**Run 1: placement view**

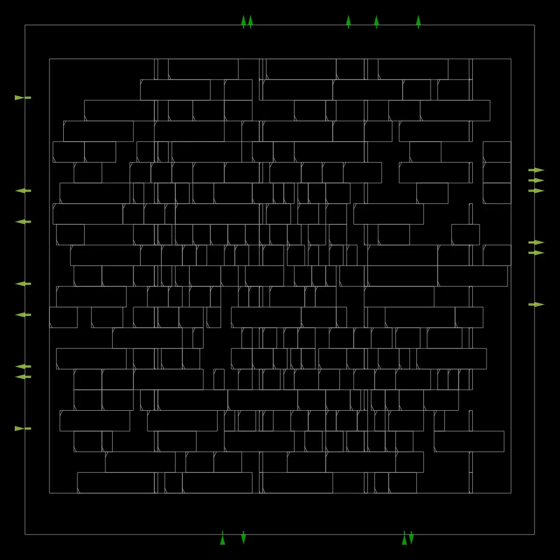
**Run 1: clock wires, drivers and flops**

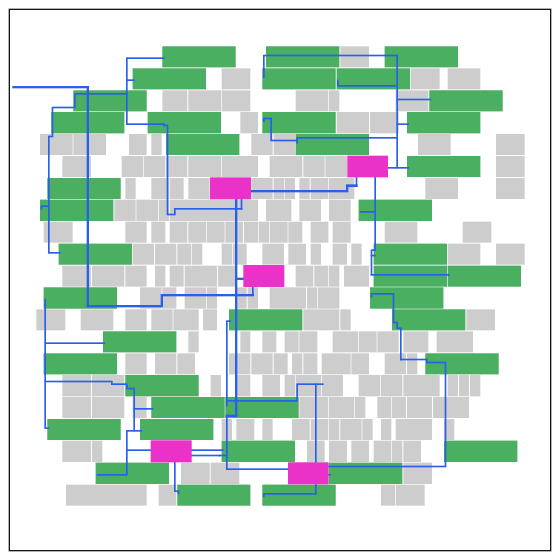
**Run 1: cell sizes after repair**

The bar under the picture is 20 um long.
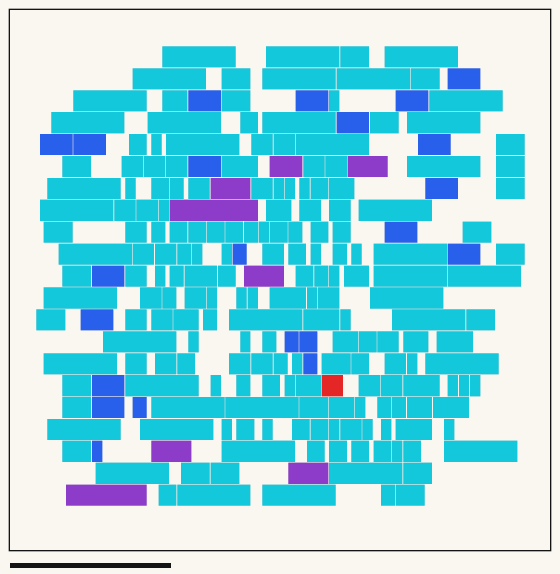
**Run 1: wiring heat map**

The bar under the picture is 20 um long. The die is cut into 13 by 13 equal tiles; dark purple is low, yellow is high, scaled to the fullest tile. Values are wire area over tile area, all layers added.
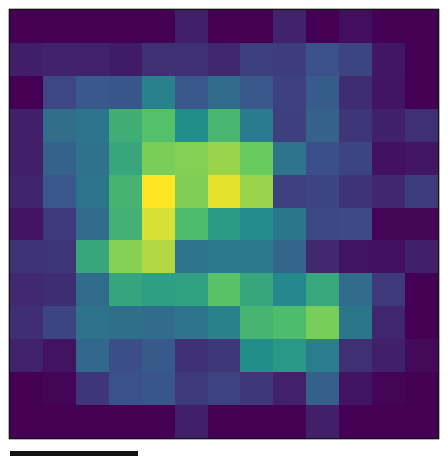
**src/rtl/echo_pulse_meter_if.sv**
```systemverilog
// echo_pulse_meter_if
// Groups the echo meter's control and result signals.
//   master : drives start and the raw echo pin; observes busy/valid/timeout/results
//   slave  : the meter itself
// Signals: start, echo (raw, asynchronous), busy, valid, timeout, echo_duration[WIDTH],
//          and with ECHO_AVG_EN defined: echo_avg[WIDTH], avg_valid.
interface echo_pulse_meter_if #(
  parameter int WIDTH = 16
);
  logic             start;
  logic             echo;
  logic             busy;
  logic             valid;
  logic             timeout;
  logic [WIDTH-1:0] echo_duration;
`ifdef ECHO_AVG_EN
  logic [WIDTH-1:0] echo_avg;
  logic             avg_valid;

  modport master (
    output start, echo,
    input  busy, valid, timeout, echo_duration, echo_avg, avg_valid
  );
  modport slave (
    input  start, echo,
    output busy, valid, timeout, echo_duration, echo_avg, avg_valid
  );
`else
  modport master (
    output start, echo,
    input  busy, valid, timeout, echo_duration
  );
  modport slave (
    input  start, echo,
    output busy, valid, timeout, echo_duration
  );
`endif
endinterface

```
**src/rtl/echo_pulse_meter.sv**
```systemverilog
// echo_pulse_meter
// Measures the high time of an HC-SR04 echo pulse in clk cycles. A measurement is
// armed by start (accepted only when idle); the raw echo pin is synchronised, its
// rising edge opens the measurement and its falling edge closes it with a one-cycle
// valid strobe. Missing or over-long echoes end with a one-cycle timeout strobe.
// Optional macro ECHO_AVG_EN adds a running mean of the last four results.
// Ports:
//   clk  : system clock
//   rst  : asynchronous reset, active-high; clears every flop
//   bus  : echo_pulse_meter_if.slave
//          start, echo -> in ; busy, valid, timeout, echo_duration -> out
//          echo_avg, avg_valid -> out (ECHO_AVG_EN only)
module echo_pulse_meter #(
  parameter int WIDTH          = 16,
  parameter int TIMEOUT_CYCLES = 1000,
  parameter int SYNC_STAGES    = 2,
  parameter bit AUTO_REARM     = 1'b0
) (
  input logic               clk,
  input logic               rst,
  echo_pulse_meter_if.slave bus
);

  typedef enum logic [1:0] {
    IDLE,
    ARMED,
    MEASURE
  } state_t;

  localparam logic [WIDTH-1:0] ONE      = WIDTH'(1);
  localparam logic [WIDTH-1:0] ARM_LAST = WIDTH'(TIMEOUT_CYCLES - 1);
  localparam logic [WIDTH-1:0] MEAS_MAX = WIDTH'(TIMEOUT_CYCLES);

  state_t                 state;
  logic [WIDTH-1:0]       cnt;
  logic                   busy_q;
  logic                   valid_q;
  logic                   timeout_q;
  logic [WIDTH-1:0]       duration_q;
  logic [SYNC_STAGES-1:0] sync_q;
  logic                   echo_d;
  logic                   echo_s;
  logic                   rise;
  logic                   fall;
  logic                   take;

  assign echo_s = sync_q[SYNC_STAGES-1];
  assign rise   = echo_s & ~echo_d;
  assign fall   = ~echo_s & echo_d;
  // A fall accepted as a result; at the count limit the pulse counts as too long.
  assign take   = (state == MEASURE) && fall && (cnt != MEAS_MAX);

  // Synchroniser plus one-cycle delay for edge detection.
  // NOTE: non-blocking assignments so every flop samples the pre-edge value of the
  // previous stage; blocking ones would collapse the chain into a single flop.
  always_ff @(posedge clk or posedge rst) begin
    if (rst) begin
      sync_q <= '0;
      echo_d <= 1'b0;
    end else begin
      sync_q <= {sync_q[SYNC_STAGES-2:0], bus.echo};
      echo_d <= echo_s;
    end
  end

  always_ff @(posedge clk or posedge rst) begin
    if (rst) begin
      state      <= IDLE;
      cnt        <= '0;
      busy_q     <= 1'b0;
      valid_q    <= 1'b0;
      timeout_q  <= 1'b0;
      duration_q <= '0;
    end else begin
      valid_q   <= 1'b0;
      timeout_q <= 1'b0;
      case (state)
        IDLE: begin
          // A rise in this same cycle is not seen: edges are only looked at in ARMED.
          if (bus.start) begin
            state  <= ARMED;
            cnt    <= '0;
            busy_q <= 1'b1;
          end
        end
        ARMED: begin
          // Rise is tested first so it wins over a timeout in the same cycle.
          if (rise) begin
            state <= MEASURE;
            cnt   <= ONE;
          end else if (cnt == ARM_LAST) begin
            timeout_q <= 1'b1;
            busy_q    <= 1'b0;
            state     <= IDLE;
          end else begin
            cnt <= cnt + ONE;
          end
        end
        MEASURE: begin
          if (cnt == MEAS_MAX) begin
            // Too long: no result, and never re-armed on this path.
            timeout_q <= 1'b1;
            busy_q    <= 1'b0;
            state     <= IDLE;
          end else if (take) begin
            duration_q <= cnt;
            valid_q    <= 1'b1;
            if (AUTO_REARM) begin
              state <= ARMED;
              cnt   <= '0;
            end else begin
              state  <= IDLE;
              busy_q <= 1'b0;
            end
          end else begin
            cnt <= cnt + ONE;
          end
        end
        default: begin
          state  <= IDLE;
          busy_q <= 1'b0;
        end
      endcase
    end
  end

  assign bus.busy          = busy_q;
  assign bus.valid         = valid_q;
  assign bus.timeout       = timeout_q;
  assign bus.echo_duration = duration_q;

`ifdef ECHO_AVG_EN
  logic [WIDTH-1:0] hist [4];
  logic [2:0]       n_res;
  logic             avg_valid_q;
  logic [WIDTH+1:0] hist_sum;

  assign hist_sum = (WIDTH+2)'(hist[0]) + (WIDTH+2)'(hist[1])
                  + (WIDTH+2)'(hist[2]) + (WIDTH+2)'(hist[3]);

  // NOTE: the history is reset like any flop: it is only four words, and the
  // mean must start from a known all-zero window after reset.
  always_ff @(posedge clk or posedge rst) begin
    if (rst) begin
      for (int i = 0; i < 4; i++) hist[i] <= '0;
      n_res       <= '0;
      avg_valid_q <= 1'b0;
    end else begin
      avg_valid_q <= 1'b0;
      if (take) begin
        hist[0] <= cnt;
        for (int i = 1; i < 4; i++) hist[i] <= hist[i-1];
        if (n_res != 3'd4) n_res <= n_res + 3'd1;
        // This result is at least the fourth since reset.
        avg_valid_q <= (n_res >= 3'd3);
      end
    end
  end

  // The window updates on the same edge as avg_valid, so the mean is current with it.
  assign bus.echo_avg  = (n_res == 3'd4) ? WIDTH'(hist_sum >> 2) : '0;
  assign bus.avg_valid = avg_valid_q;
`endif

endmodule
```
**src/flat_wrapper.sv**
```systemverilog
// flat-port wrapper written by rule: the top's interface ports become plain ports
module echo_pulse_meter_flat 
#(
  parameter int WIDTH          = 16,
  parameter int TIMEOUT_CYCLES = 1000,
  parameter int SYNC_STAGES    = 2,
  parameter bit AUTO_REARM     = 1'b0
)
  (clk, rst, bus_start, bus_echo, bus_busy, bus_valid, bus_timeout, bus_echo_duration);
  echo_pulse_meter_if #(.WIDTH(WIDTH)) bus_i ();
  input logic clk;
  input logic rst;
  input wire logic [$bits(bus_i.start)-1:0] bus_start;
  input wire logic [$bits(bus_i.echo)-1:0] bus_echo;
  output wire logic [$bits(bus_i.busy)-1:0] bus_busy;
  output wire logic [$bits(bus_i.valid)-1:0] bus_valid;
  output wire logic [$bits(bus_i.timeout)-1:0] bus_timeout;
  output wire logic [$bits(bus_i.echo_duration)-1:0] bus_echo_duration;
  assign bus_i.start = bus_start;
  assign bus_i.echo = bus_echo;
  assign bus_busy = bus_i.busy;
  assign bus_valid = bus_i.valid;
  assign bus_timeout = bus_i.timeout;
  assign bus_echo_duration = bus_i.echo_duration;
  echo_pulse_meter #(.WIDTH(WIDTH), .TIMEOUT_CYCLES(TIMEOUT_CYCLES), .SYNC_STAGES(SYNC_STAGES), .AUTO_REARM(AUTO_REARM)) u_core (.clk(clk), .rst(rst), .bus(bus_i));
endmodule
```
**config.mk**
```make
export PLATFORM = sky130hd
export DESIGN_NAME = echo_pulse_meter_flat
export DESIGN_NICKNAME = d
export VERILOG_FILES = /design/src/rtl/echo_pulse_meter_if.sv /design/src/rtl/echo_pulse_meter.sv /design/src/flat_wrapper.sv
export SDC_FILE = /design/constraint.sdc
export NUM_CORES = 1
export LEC_CHECK = 0
export CAP_MARGIN = 10
export CORE_MARGIN = 3
export CORE_UTILIZATION = 55
export DETAILED_ROUTE_END_ITERATION = 12
export GPL_TIMING_DRIVEN = 0
export PLACE_DENSITY = 0.83
export SLEW_MARGIN = 20
export SYNTH_ARGS = -nofsm -noshare
export SYNTH_HDL_FRONTEND = slang
export SYNTH_SLANG_ARGS = --single-unit
```
**constraint.sdc**
```tcl
create_clock -name clk -period 3.98 [get_ports clk]
set_input_delay 0.597 -clock clk [delete_from_list [all_inputs] [get_ports clk]]
set_output_delay 0.597 -clock clk [all_outputs]
set_load 0.01 [all_outputs]
```
==> results.json, run 1 <==
{
  "result_of_the_run": "complete, no violations",
  "setup_total_negative_slack_ns": 0,
  "worstPathBufferInverterCount": 3,
  "antenna_violating_nets_post_route": 0,
  "drt_first_iter_violations": 128,
  "numSynthFlops": 40,
  "routedLengthMet1_mm": 1.88,
  "floorplan.die_area_um2": 4490,
  "crit_type": "reg2reg",
  "global_route.overflow_total": 0,
  "non_clock_buffer_area_fraction_pct": 12.6,
  "timing.fmax_ghz": 0.311,
  "path_delay_family": "simple AND/OR/NAND/NOR gates",
  "cp_cell_sequence": "or4_1 > or4_1 > buf_2 > o311a_1 > buf_2 > or3_1 > buf_2 > o41ai_1",
  "yosys.area_share.xor_xnor_pct": 0,
  "post-synth-top-area-fraction_pct": 48.9,
  "min-delay-start": "u_core.sync_q[0]",
  "placed_cells": 262,
  "post-route-worst-setup-slack_ns": 0.768,
  "cp-startpoint": "u_core.cnt[11]",
  "cap_violations": 0,
  "clock_tree.buffer_depth": 2,
  "synth_dominant_cell_count": "dfrtp_1",
  "p_int_mw": 0.758,
  "cts_max_level": 2,
  "endpoint_of_the_worst_setup_timing_path": "u_core.cnt[6]",
  "layout.clock_buffers": 5,
  "maxSlewViolCount": 0,
  "post-cts-setup-buffers": 0,
  "numPortBuffers": 22,
  "power_top_consumer": "registers",
  "mostFrequentLayoutCell": "dfrtp_1",
  "pg_comb_mw": 0.360,
  "hold_path_cells": 0,
  "cts.hold.buffers_added": 0,
  "synth-cells-yosys": 193,
  "final.period_utilization_pct": 80.7,
  "worstSetupEndpointType": "flop",
  "mux_share_pct": 8.80,
  "postSynth.asyncResetShare_pct": 100,
  "cell_depth_of_the_worst_setup_path": 8,
  "inv_count": 8,
  "ys_seq_share_pct": 48.9,
  "grt.met1_usage_pct": 29.3,
  "critical_path.reg2reg.startpoint": "u_core.cnt[11]",
  "critical_path.most_common_cell": "buf_2",
  "area_growth_syn_to_layout_pct": 20.3,
  "grt_antenna_before_repair": 0,
  "die_height_um": 67.0,
  "cts_root_buf": "clkbuf_8",
  "die_x_um": 67.0,
  "synth.cellmix.adderShare_pct": 4.28,
  "seq_share_pct": 40.6,
  "detail_route.drc_violations": 0,
  "mean_area_per_synthesized_cell_um2": 10.6,
  "rsz0062_at_grt": "no",
  "crit_required_ns": 4.15,
  "power_spent_charging_and_discharging_nets_mw": 0.385,
  "met3_wirelength_um": 241,
  "layout.clock.cell_area_share_pct": 4.52,
  "detailed_route_wirelength_on_metal2_mm": 2.13,
  "fp_util_pct": 59.1,
  "insertedDiodeCount": 0,
  "final_setup_vio_count": 0,
  "totalPowerFinal_mw": 1.14,
  "routabilityCongestion": 0.940,
  "log.warning_count": 31,
  "finalHoldViolations": 0,
  "globalRouteMet3Util_pct": 5.73
}
## Picture notes: 'placement view'
fin util: 71.1%
placeable core area: 3470 um^2
Row Count: 21

## Picture notes: 'clock wires, drivers and flops'
flip-flops -> green  # count 40
clock wires -> blue  # length 481 um
clock-net drivers -> magenta  # count 5
routed clock nets = 6
clk_skew: 0.00799 ns
insertion delay to the later sink of the worst-skew pair: 0.29 ns
power attributed to the clock group: 0.328 mW
clock share of power: 28.7%

## Picture notes: 'cell sizes after repair'
x2 -> blue  # cells 22, share 9.8%, most used mux2_2
x1 and smaller -> cyan  # cells 193, share 86%, most used dfrtp_1
x3 and x4 -> red  # cells 1, share 0.45%, most used clkinvlp_4
x6 and larger -> purple  # cells 8, share 3.6%, most used clkbuf_8
final standard cell area without fillers: 2460 um^2
number of buffers other than clock buffers in the final layout: 37

## Picture notes: 'wiring heat map'
fullest tile = 0.59
nearly empty tiles = 19%
tiles over half the peak = 18%
emptiest ninth of the die = upper right
densest ninth of the die = center
mean over tiles = 0.16
Total GRT Usage: 22.3%
Routed wire per std cell: 16.2 um
via count: 1698
final routed wirelength across all metal layers: 4.37 mm

--- run 2 (diff from run 1) ---
--- a/config.mk
+++ b/config.mk
@@ -7,10 +7,10 @@
 export LEC_CHECK = 0
 export CAP_MARGIN = 10
 export CORE_MARGIN = 3
-export CORE_UTILIZATION = 55
+export CORE_UTILIZATION = 50
 export DETAILED_ROUTE_END_ITERATION = 12
 export GPL_TIMING_DRIVEN = 0
-export PLACE_DENSITY = 0.83
+export PLACE_DENSITY = 0.8
 export SLEW_MARGIN = 20
 export SYNTH_ARGS = -nofsm -noshare
 export SYNTH_HDL_FRONTEND = slang
==> constraint.sdc (replaced) <==
create_clock -name clk -period 2.87 [get_ports clk]
set_input_delay 0.4305 -clock clk [delete_from_list [all_inputs] [get_ports clk]]
set_output_delay 0.4305 -clock clk [all_outputs]
set_load 0.01 [all_outputs]
**Run 2: cell sizes after repair**

The bar under the picture is 20 um long.
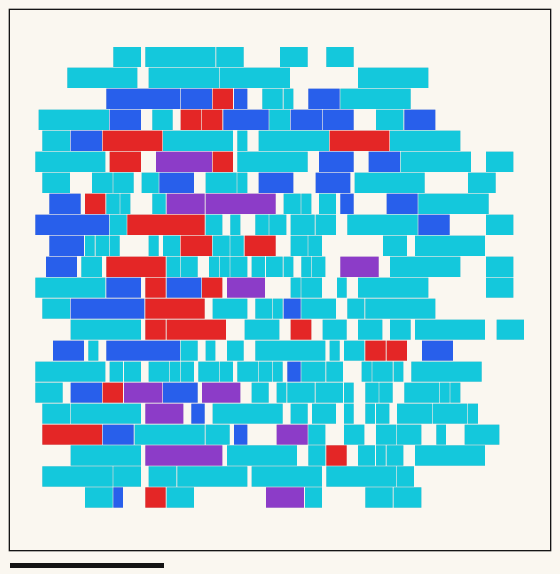
final standard cell area without fillers: 2760 um^2
number of buffers other than clock buffers in the final layout: 50

==> results.json, run 2 <==
{
  "pg_comb_mw": 0.652,
  "cts.hold.buffers_added": 0,
  "post-synth-top-area-fraction_pct": 48.9,
  "finalHoldViolations": 0,
  "cp-startpoint": "u_core.cnt[10]",
  "violations": "negative setup slack",
  "routabilityCongestion": 0.900,
  "die_height_um": 70.0,
  "worstSetupEndpointType": "flop",
  "cell_depth_of_the_worst_setup_path": 7,
  "routedLengthMet1_mm": 2.16,
  "clock_net_power_mw": 0.381,
  "drt_first_iter_violations": 141,
  "endpoint_of_the_worst_setup_timing_path": "u_core.cnt[7]",
  "antenna_violating_nets_post_route": 0,
  "p_int_mw": 1.06,
  "post-cts-setup-buffers": 11,
  "globalRouteMet3Util_pct": 4.03,
  "global_route.usage.total_pct": 19.8,
  "power_top_consumer": "combinational logic",
  "met3_wirelength_um": 275,
  "wl_mm": 4.89,
  "final_setup_vio_count": 1,
  "min-delay-start": "u_core.sync_q[0]",
  "critical_path.reg2reg.startpoint": "u_core.cnt[10]",
  "numSynthFlops": 40,
  "crit_required_ns": 3.03,
  "num_rows": 22,
  "inv_count": 8,
  "global_route.overflow_total": 0,
  "mean_area_per_synthesized_cell_um2": 10.6,
  "critical_path.most_common_cell": "or4_4",
  "mostFrequentLayoutCell": "dfrtp_1",
  "path_delay_family": "simple AND/OR/NAND/NOR gates",
  "die_x_um": 70.0,
  "non_clock_buffer_area_fraction_pct": 16.7,
  "clkLatencyLatePin_ns": 0.29,
  "postSynth.asyncResetShare_pct": 100,
  "cp_cell_sequence": "or4_4 > or4_4 > o311a_1 > buf_6 > clkbuf_2 > o31ai_1 > o31ai_2",
  "detailed_route_wirelength_on_metal2_mm": 2.40,
  "numPortBuffers": 22,
  "insertedDiodeCount": 0,
  "floorplan.die_area_um2": 4900,
  "grt.met1_usage_pct": 25.9,
  "yosys.area_share.xor_xnor_pct": 0,
  "worstPathBufferInverterCount": 2,
  "power_spent_charging_and_discharging_nets_mw": 0.607,
  "cts_max_level": 2,
  "log.warning_count": 32,
  "setup_total_negative_slack_ns": -0.00249,
  "area_growth_syn_to_layout_pct": 34.9,
  "post-route-worst-setup-slack_ns": -0.00249,
  "placed_cells": 264,
  "postLayoutCoreUtil_pct": 72.8,
  "vias": 1727,
  "seq_share_pct": 36.4,
  "layout.clock.cell_area_share_pct": 3.35,
  "final.period_utilization_pct": 100,
  "layout.clock_buffers": 6,
  "result_of_the_run": "complete, but fails checks",
  "clk_skew_ns": 0.00893,
  "ys_seq_share_pct": 48.9,
  "yosys-top-cells-count": "dfrtp_1 (40), o31ai_1 (26), mux2_2 (16)",
  "synth-cells-yosys": 193,
  "totalPowerFinal_mw": 1.66,
  "synth_dominant_cell_count": "dfrtp_1",
  "maxSlewViolCount": 0,
  "clock_tree.buffer_depth": 2,
  "ys_chip_area_um2": 2050,
  "fp_util_pct": 53.9,
  "hold_path_cells": 0
}
--- run 3 (diff from run 2) ---
--- a/config.mk
+++ b/config.mk
@@ -11,6 +11,7 @@
 export DETAILED_ROUTE_END_ITERATION = 12
 export GPL_TIMING_DRIVEN = 0
 export PLACE_DENSITY = 0.8
+export SKIP_CTS_REPAIR_TIMING = 1
 export SLEW_MARGIN = 20
 export SYNTH_ARGS = -nofsm -noshare
 export SYNTH_HDL_FRONTEND = slang
**Run 3: register map, names as in the netlist**

Other sequential cells in the stronger gray, the rest of the logic in the fainter gray.
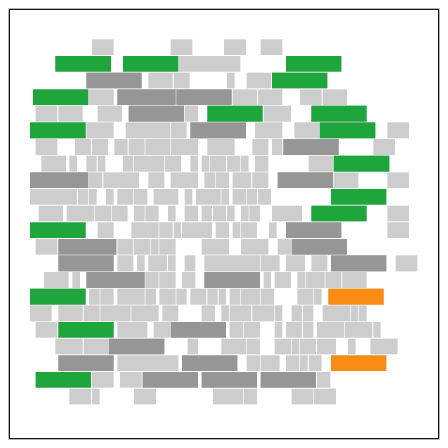
u_core.bus.echo_duration -> green  # placed flops 16
u_core.state -> orange  # placed flops 2
register area: 1010 um^2
sequential share of cell area: 37.5%

==> results.json, run 3 <==
{
  "floorplan.die_area_um2": 4900,
  "timing.final.crit_period_ns": 3.00,
  "finalHoldViolations": 0,
  "insertedDiodeCount": 0,
  "mostFrequentLayoutCell": "dfrtp_1",
  "routabilityCongestion": 0.900,
  "area_growth_syn_to_layout_pct": 31.1,
  "vias": 1729,
  "rsz0062_at_grt": "yes",
  "maxSlewViolCount": 0,
  "clk_skew_ns": 0.0129,
  "seq_cell_power_mw": 0.631,
  "globalRouteMet3Util_pct": 4.03,
  "crit_required_ns": 3.03,
  "final.period_utilization_pct": 104,
  "routedLengthMet1_mm": 2.12,
  "hold_path_cells": 0,
  "violations": "negative setup slack",
  "log.warning_count": 32,
  "switching_share_pct": 35.1,
  "numSynthFlops": 40,
  "mean_area_per_synthesized_cell_um2": 10.6,
  "power_spent_charging_and_discharging_nets_mw": 0.568,
  "clkLatencyLatePin_ns": 0.30,
  "layout.clock_buffers": 6,
  "yosys-top-cells-count": "dfrtp_1 (40), o31ai_1 (26), mux2_2 (16)",
  "yosys.area_share.xor_xnor_pct": 0,
  "synth_dominant_cell_count": "dfrtp_1",
  "global_route.overflow_total": 0,
  "min-delay-start": "u_core.sync_q[0]",
  "layout.clock.cell_area_share_pct": 3.45,
  "ys_chip_area_um2": 2050,
  "ys_seq_share_pct": 48.9,
  "grt.met1_usage_pct": 23.7,
  "post-synth-top-area-fraction_pct": 48.9,
  "die_height_um": 70.0,
  "met3_wirelength_um": 241,
  "p_int_mw": 1.05,
  "wl_mm": 4.74,
  "pg_comb_mw": 0.601,
  "num_rows": 22,
  "yosysUniqueCellTypes": 38,
  "detailed_route_wirelength_on_metal2_mm": 2.26,
  "grt_first_pass_wirelength_mm": 7.06,
  "non_clock_buffer_area_fraction_pct": 16.4,
  "global_route.usage.total_pct": 17.7,
  "worstSetupEndpointType": "flop",
  "final_setup_vio_count": 9,
  "result_of_the_run": "complete, but fails checks",
  "inv_count": 8,
  "cp-startpoint": "u_core.cnt[10]",
  "setup_total_negative_slack_ns": -0.614,
  "cp_cell_sequence": "or4_4 > or4_4 > o311a_1 > buf_6 > buf_1 > o31ai_1 > o31ai_2",
  "critical_path.most_common_cell": "or4_4",
  "clock_tree.buffer_depth": 2,
  "cell_depth_of_the_worst_setup_path": 7,
  "clock_net_power_mw": 0.386,
  "endpoint_of_the_worst_setup_timing_path": "u_core.cnt[11]",
  "grt_antenna_before_repair": 0,
  "worstPathBufferInverterCount": 2,
  "postSynth.asyncResetShare_pct": 100,
  "synthTopCellsByArea": "dfrtp_1 (49%), o31ai_1 (9.5%), mux2_2 (8.8%)",
  "vias_per_cell": 6.11,
  "power_top_consumer": "registers",
  "critical_path.reg2reg.startpoint": "u_core.cnt[10]",
  "die_x_um": 70.0,
  "n_all_buffers": 48,
  "path_delay_family": "simple AND/OR/NAND/NOR gates",
  "totalPowerFinal_mw": 1.62,
  "fp_util_pct": 53.9,
  "antenna_violating_nets_post_route": 0,
  "cts_max_level": 2,
  "postLayoutCoreUtil_pct": 70.7,
  "post-route-worst-setup-slack_ns": -0.127
}
Power is estimated from default activity; no workload was simulated.
